### config.mk
export PLATFORM = sky130hd
export DESIGN_NAME = btn_toggle_conditioner
export DESIGN_NICKNAME = d
export VERILOG_FILES = /design/src/rtl/btn_toggle_conditioner_pkg.sv /design/src/rtl/sync_2ff.sv /design/src/rtl/btn_toggle_conditioner.sv
export SDC_FILE = /design/constraint.sdc
export NUM_CORES = 1
export LEC_CHECK = 0
export ABC_AREA = 0
export CAP_MARGIN = 20
export CORE_UTILIZATION = 27
export DETAILED_ROUTE_END_ITERATION = 8
export PLACE_DENSITY = 0.51
export SYNTH_ARGS = -nofsm -noshare
export SYNTH_HDL_FRONTEND = slang
export SYNTH_SLANG_ARGS = --single-unit
### constraint.sdc
create_clock -name clk -period 2.1 [get_ports clk]
set_input_delay 0.42 -clock clk [delete_from_list [all_inputs] [get_ports clk]]
set_output_delay 0.42 -clock clk [all_outputs]
set_load 0.01 [all_outputs]
### src/rtl/btn_toggle_conditioner_pkg.sv
// Shared state encodings for the push-button toggle conditioner.
package btn_toggle_conditioner_pkg;

    localparam int unsigned StateW = 2;

    typedef enum logic [StateW-1:0] {
        StIdle  = 2'd0,
        StArmHi = 2'd1,
        StHeld  = 2'd2,
        StArmLo = 2'd3
    } state_e;

endpackage

### src/rtl/sync_2ff.sv
// 1-bit two-flop synchroniser for asynchronous board inputs; synchronous active-low clear.
module sync_2ff (
    input  logic clk,
    input  logic rst_n,
    input  logic d_i,
    output logic q_o
);

    logic sync1_q;
    logic sync2_q;

    always_ff @(posedge clk) begin
        if (!rst_n) begin
            sync1_q <= 1'b0;
            sync2_q <= 1'b0;
        end else begin
            sync1_q <= d_i;
            sync2_q <= sync1_q;
        end
    end

    assign q_o = sync2_q;

endmodule

### src/rtl/btn_toggle_conditioner.sv
// Synchronises and debounces a raw push-button, emitting one t_pulse per clean press.
module btn_toggle_conditioner
    import btn_toggle_conditioner_pkg::*;
#(
    parameter int unsigned DEBOUNCE_CYCLES = 16,
    parameter int unsigned CNT_W           = 20
) (
    input  logic       clk,
    input  logic       rst_n,
    input  logic       btn_raw,
    output logic       t_pulse,
    output logic       btn_level,
    output logic [1:0] state_dbg
);

    localparam logic [CNT_W-1:0] CntLast = CNT_W'(DEBOUNCE_CYCLES - 1);

    logic             btn_sync;
    state_e           state_q, state_d;
    logic [CNT_W-1:0] cnt_q, cnt_d;
    logic             t_pulse_q, t_pulse_d;
    logic             btn_level_q, btn_level_d;

    sync_2ff u_sync (
        .clk   (clk),
        .rst_n (rst_n),
        .d_i   (btn_raw),
        .q_o   (btn_sync)
    );

    always_comb begin
        state_d   = state_q;
        cnt_d     = cnt_q;
        t_pulse_d = 1'b0;
        case (state_q)
            StIdle: begin
                if (btn_sync) begin
                    state_d = StArmHi;
                    cnt_d   = '0;
                end
            end
            StArmHi: begin
                if (!btn_sync) begin
                    state_d = StIdle;
                    cnt_d   = '0;
                end else if (cnt_q == CntLast) begin
                    state_d   = StHeld;
                    cnt_d     = '0;
                    t_pulse_d = 1'b1;
                end else begin
                    cnt_d = cnt_q + CNT_W'(1);
                end
            end
            StHeld: begin
                if (!btn_sync) begin
                    state_d = StArmLo;
                    cnt_d   = '0;
                end
            end
            StArmLo: begin
                // A bounce back high returns to HELD silently: only ARM_HI may pulse.
                if (btn_sync) begin
                    state_d = StHeld;
                    cnt_d   = '0;
                end else if (cnt_q == CntLast) begin
                    state_d = StIdle;
                    cnt_d   = '0;
                end else begin
                    cnt_d = cnt_q + CNT_W'(1);
                end
            end
            default: begin
                state_d = StIdle;
                cnt_d   = '0;
            end
        endcase
        btn_level_d = (state_d == StHeld) || (state_d == StArmLo);
    end

    always_ff @(posedge clk) begin
        if (!rst_n) begin
            state_q     <= StIdle;
            cnt_q       <= '0;
            t_pulse_q   <= 1'b0;
            btn_level_q <= 1'b0;
        end else begin
            state_q     <= state_d;
            cnt_q       <= cnt_d;
            t_pulse_q   <= t_pulse_d;
            btn_level_q <= btn_level_d;
        end
    end

    assign t_pulse   = t_pulse_q;
    assign btn_level = btn_level_q;
    assign state_dbg = state_q;

endmodule

run_1/metal_stack.png
Scale: 6 px per um. Only two layers are drawn.
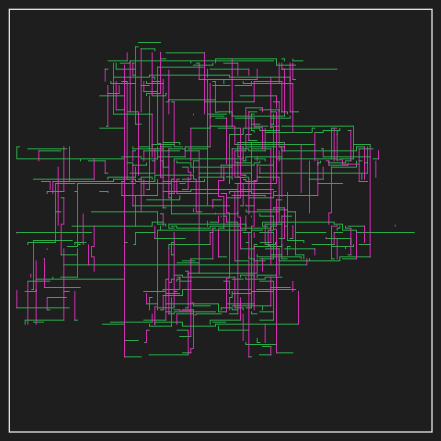
Key: green = met1 [wire length 1420 um]; magenta = met2 [wire length 1260 um]

run_1/met2.png
Scale: 6 px per um. Cells faint in the background.
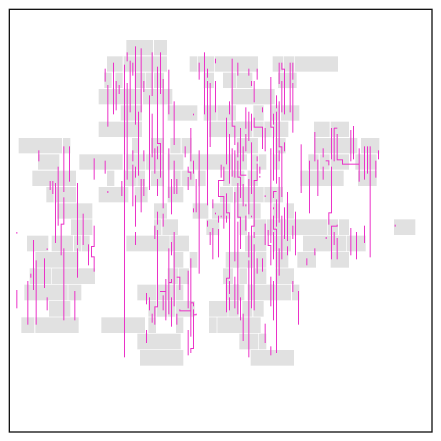
The layer carries 1260 um of wire. 133 nets have wire on it. The longest straight run is 48.6 um.

run_1/pins.png
Scale: 6 px per um. Pins as bars across the die edge, other pins in grey.
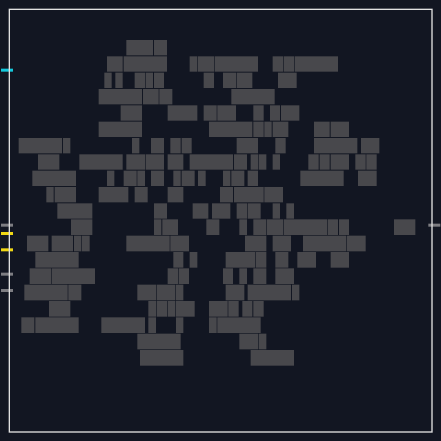
Key: cyan = `clk` [pins 1, direction input, edge left]; yellow = `state_dbg` [pins 2, direction output, edge left]
All pins by edge: 6 left, 1 right.

==> deck_impl_summary.md, run 1 <==
Flow Results at a Glance

Final layout
  – Nets@finish: 162
  – Post-Layout Inst Area: 1450 um2
  – Most numerous logic cell after layout: dfxtp_1
  – Largest register FFs: 20
  – Most frequent logic cells in the routed design: 26 x dfxtp_1, 18 x nor2_1, 13 x nand3_1, 11 x nand2_1, 9 x nand4b_1

Place
  – Place WS: 0.228 ns

Final timing
  – Final min period: 1.84 ns
  – Final hold slack: 0.453 ns
  – RSZ-0062 raised after global routing: no
  – Max Freq: 542 MHz
  – Cycle use final: 87.8%
  – Worst-margin pin slew: 0.694 ns

Status
  – Status: completed

Detailed routing
  – DR top layer: met4
  – DR WL/cell: 13.8 um
  – WL final: 2880 um

Setup path
  – Worst-path fanout max: 7

Synth
  – Post-synthesis chip area from yosys: 1260 um2
  – Yosys aoi share: 9.26%
  – Top cells by area: dfxtp_1 41%, nand4b_1 6.3%, nor2_1 5.4%
  – FFs w/ async S/R, synth: 0%
  – Mean Syn Cell Area: 8.55 um2

Power and ir drop
  – Psw: 0.186 mW
  – P_clk: 0.329 mW
  – Worst VDD drop: 0.312 mV
  – Combinational power: 0.0346 mW
  – Clk pwr share: 38.2%
  – Combinational Power Share: 4.0%

CTS
  – Hold buffers post-CTS: 0
  – CTS tree: built
  – Clock slew at reported path FFs: 0.09 ns
  – CTS max path bufs: 2
  – Htree depth: 1

Global route
  – First-pass GRT wire length: 4870 um
  – Met2 Track Usage GR: 18.4%
  – GR Overflow Total: 0
  – M1 GR Usage: 16.9%

Worst hold path
  – Hold WC Path Type: reg -> reg
-- run 1: worst max-delay path: stages, from the launching register on --
cell	delay (ns)
dfxtp_1	0.37
ha_1	0.19
and3_1	0.19
nor2b_1	0.24
a21oi_2	0.17
o21ai_1	0.45
nor2_1	0.11
-- run 1: layout make-up --
type	count	area (um2)	area share [%]
well taps	52	65.1	4.49
multi-input cells	114	707	48.8
flip-flops and latches	26	520	35.9
inverters	3	11.3	0.777
repair buffers	10	90.1	6.22
clock buffers	4	55.1	3.80
-- run 1: synthesized netlist by cell type, types with 3 or more instances --
library cell	instances
xnor2_1	7
and4_1	4
inv_1	3
and3_1	4
and4b_1	3
o21ai_0	5
nand3_1	13
nor4_1	4
nor3_1	7
and2_1	3
nand4b_1	9
nand2_1	11
nand4_1	4
nor2_1	18
dfxtp_1	26
run_1/zoom.png
Window x 15 to 55, y 15 to 55 um. Cells in grey, sequential cells in the stronger grey; small squares are vias.
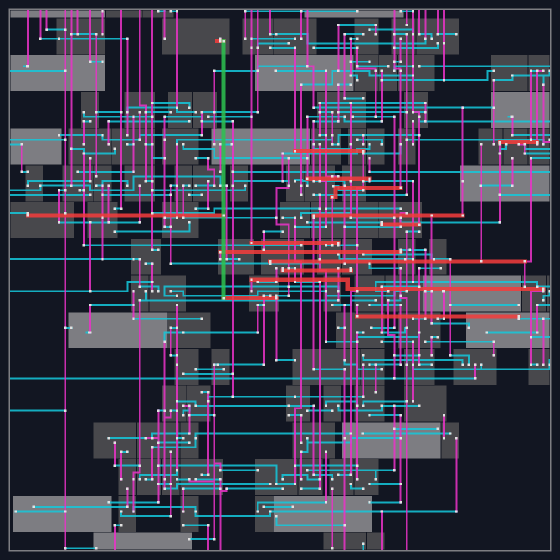

--- run 2 (diff from run 1) ---
CORE_MARGIN = 2   (was unset)
run_2/zoom.png
Window x 16 to 56, y 16 to 56 um. Cells in grey, sequential cells in the stronger grey; small squares are vias.
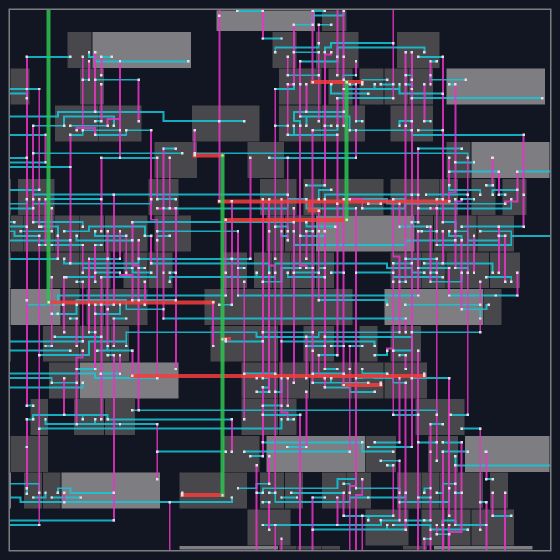
Key: cyan = met1; red = met3; magenta = met2; green = met4
Most frequent: nand3_1 (13), dfxtp_1 (11). Netlist names of flops here include `cnt_q` (10), `state_dbg` (1). Sequential cells in the window: 11. 108 logic cells have their middle in the window.

==> run 2 against run 1 <==
First-iteration DRC count increased by 62%. Setup slack improved by 0.083 ns. Cell count increased by 0.48%. Highest routed layer unchanged. Synthesized cell count unchanged. Clock skew decreased by 0.0017 ns. Via count decreased by 2.2%.
==> deck_impl_summary.md, run 2 <==
Flow Results at a Glance

Status
  – Status: completed

Synth
  – Top cells by area: dfxtp_1 41%, nand4b_1 6.3%, nor2_1 5.4%
  – Main synth FF type: dfxtp_1
  – Mean Syn Cell Area: 8.55 um2
  – Yosys top cell by instances: dfxtp_1
  – FFs w/ async S/R, synth: 0%
  – Post-synthesis chip area from yosys: 1260 um2
  – Post-synth top cells: 26 x dfxtp_1, 18 x nor2_1, 13 x nand3_1

Power and ir drop
  – Pint: 0.764 mW
  – P_leak: 0.493 nW
  – Seq. pwr: 0.497 mW
  – Clk pwr share: 44.3%
  – Worst VDD drop: 0.278 mV
  – Combinational Power Share: 3.8%
  – P_clk: 0.424 mW
  – Psw: 0.193 mW
  – Combinational power: 0.0364 mW

Final layout
  – Most numerous logic cell after layout: dfxtp_1
  – Clkbuf count: 3
  – Signal buf overhead: 6.63%
  – Max-area cell class: logic gates
  – Reg with most FFs: cnt_q
  – Clock network area share: 4.84%
  – Buffers excl. clock: 11
  – Nets@finish: 163
  – Most frequent logic cells in the routed design: 26 x dfxtp_1, 18 x nor2_1, 13 x nand3_1, 11 x nand2_1, 9 x nand4b_1
  – Diode count: 0
  – Non-clk invs: 3
  – Post-Layout Inst Area: 1470 um2
  – Largest register FFs: 20
  – Flop count: 26
  – Comb/total area: 48.0%
  – Multi-input comb cells: 114
  – Seq area share: 35.3%
  – MI comb area: 707 um2
  – Register Area: 520 um2

Setup path
  – Buf+Inv Stages, Crit Path: 1
  – CP peak stage delay: 0.35 ns
  – CP max-delay cell: dfxtp_1
  – Crit-path cells: ha_1, and3_1, nor2b_1, a21oi_2, buf_4, nand4b_1, o311ai_0
  – Top delay family on crit path: simple AND/OR/NAND/NOR gates
  – Worst-path fanout max: 10

Place
  – Cells after DPL: 206
  – Buffers on Ports: 6
  – Place WS: 0.381 ns

Detailed routing
  – Residual DRC: 0
  – Met2 wire length: 1280 um
  – DR WL/cell: 13.4 um
  – Via count: 1102
  – First-pass iteration count of the detailed router: 5
  – Vias per cell: 5.25
  – Remaining antenna violation count after routing: 0
  – DRT met1 WL: 1360 um
  – DR top layer: met4
  – WL final: 2810 um

Final timing
  – Final hold slack: 0.443 ns
  – Max Freq: 568 MHz
  – Cycle use final: 83.9%
  – Setup violations, final: 0
  – Final Skew: 0.00307 ns
  – RSZ-0062 raised after global routing: no
  – Worst-margin pin slew: 0.702 ns
  – Final min period: 1.76 ns

Floorplanning
  – Initial Util: 28.5%
  – Die area: 5210 um2
  – Core Region: 4410 um2
  – Die height: 72.2 um
  – IO Pins: 7
  – Number of well taps: 52

CTS
  – Htree depth: 1
  – CTS tree: built
  – Cts repair resizes: 0
  – Num CTS Buffers: 3
  – CTS max path bufs: 2
  – Clock slew at reported path FFs: 0.09 ns
  – Hold buffers post-CTS: 0
  – Root Driver: clkbuf_8

Worst hold path
  – Hold WC Path Type: reg -> reg

Job
  – Number of max-cap violations: 0

Global route
  – GR Overflow Total: 0
  – First-pass GRT wire length: 4890 um
  – M1 GR Usage: 15.4%
  – Met2 Track Usage GR: 18.5%
  – Largest net degree at the start of global routing: 16
run_2/pins.png
Scale: 6 px per um. Pins as bars across the die edge, other pins in grey.
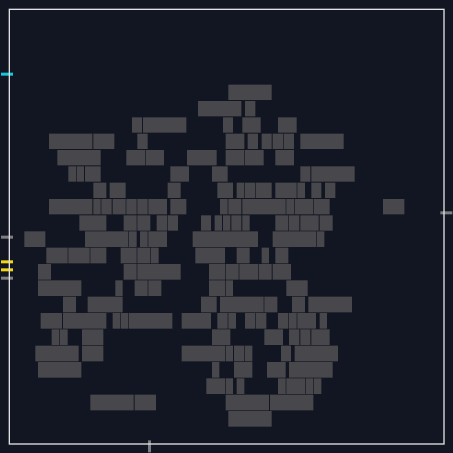
Key: yellow = `state_dbg` [pins 2, direction output, edge left]; cyan = `clk` [pins 1, direction input, edge left]

==> run 2: logic make-up after synthesis <==
group,count (synthesis),share of synthesized area (%)
XOR/XNOR,8,6.18
multiplexers,2,1.59
adder cells (fa/ha/maj),1,0.996
flip-flops,26,41.4
buffers and inverters,7,2.29
AND/OR/NAND/NOR,85,38.2
AND-OR/OR-AND,18,9.26
==> run 2: worst paths after layout <==
check,start,to,slack [ns],cells after the start
min,u_sync.sync1_q$_SDFF_PN0_,u_sync.q_o$_SDFF_PN0_,0.44,1
max,cnt_q[0]$_SDFFE_PN0P_,cnt_q[18]$_SDFFE_PN0P_,0.34,7
min reg2reg,u_sync.sync1_q$_SDFF_PN0_,u_sync.q_o$_SDFF_PN0_,0.44,1
max reg2reg,cnt_q[0]$_SDFFE_PN0P_,cnt_q[18]$_SDFFE_PN0P_,0.34,7
Power figures rest on the tool's default switching activity, not on a simulated workload.
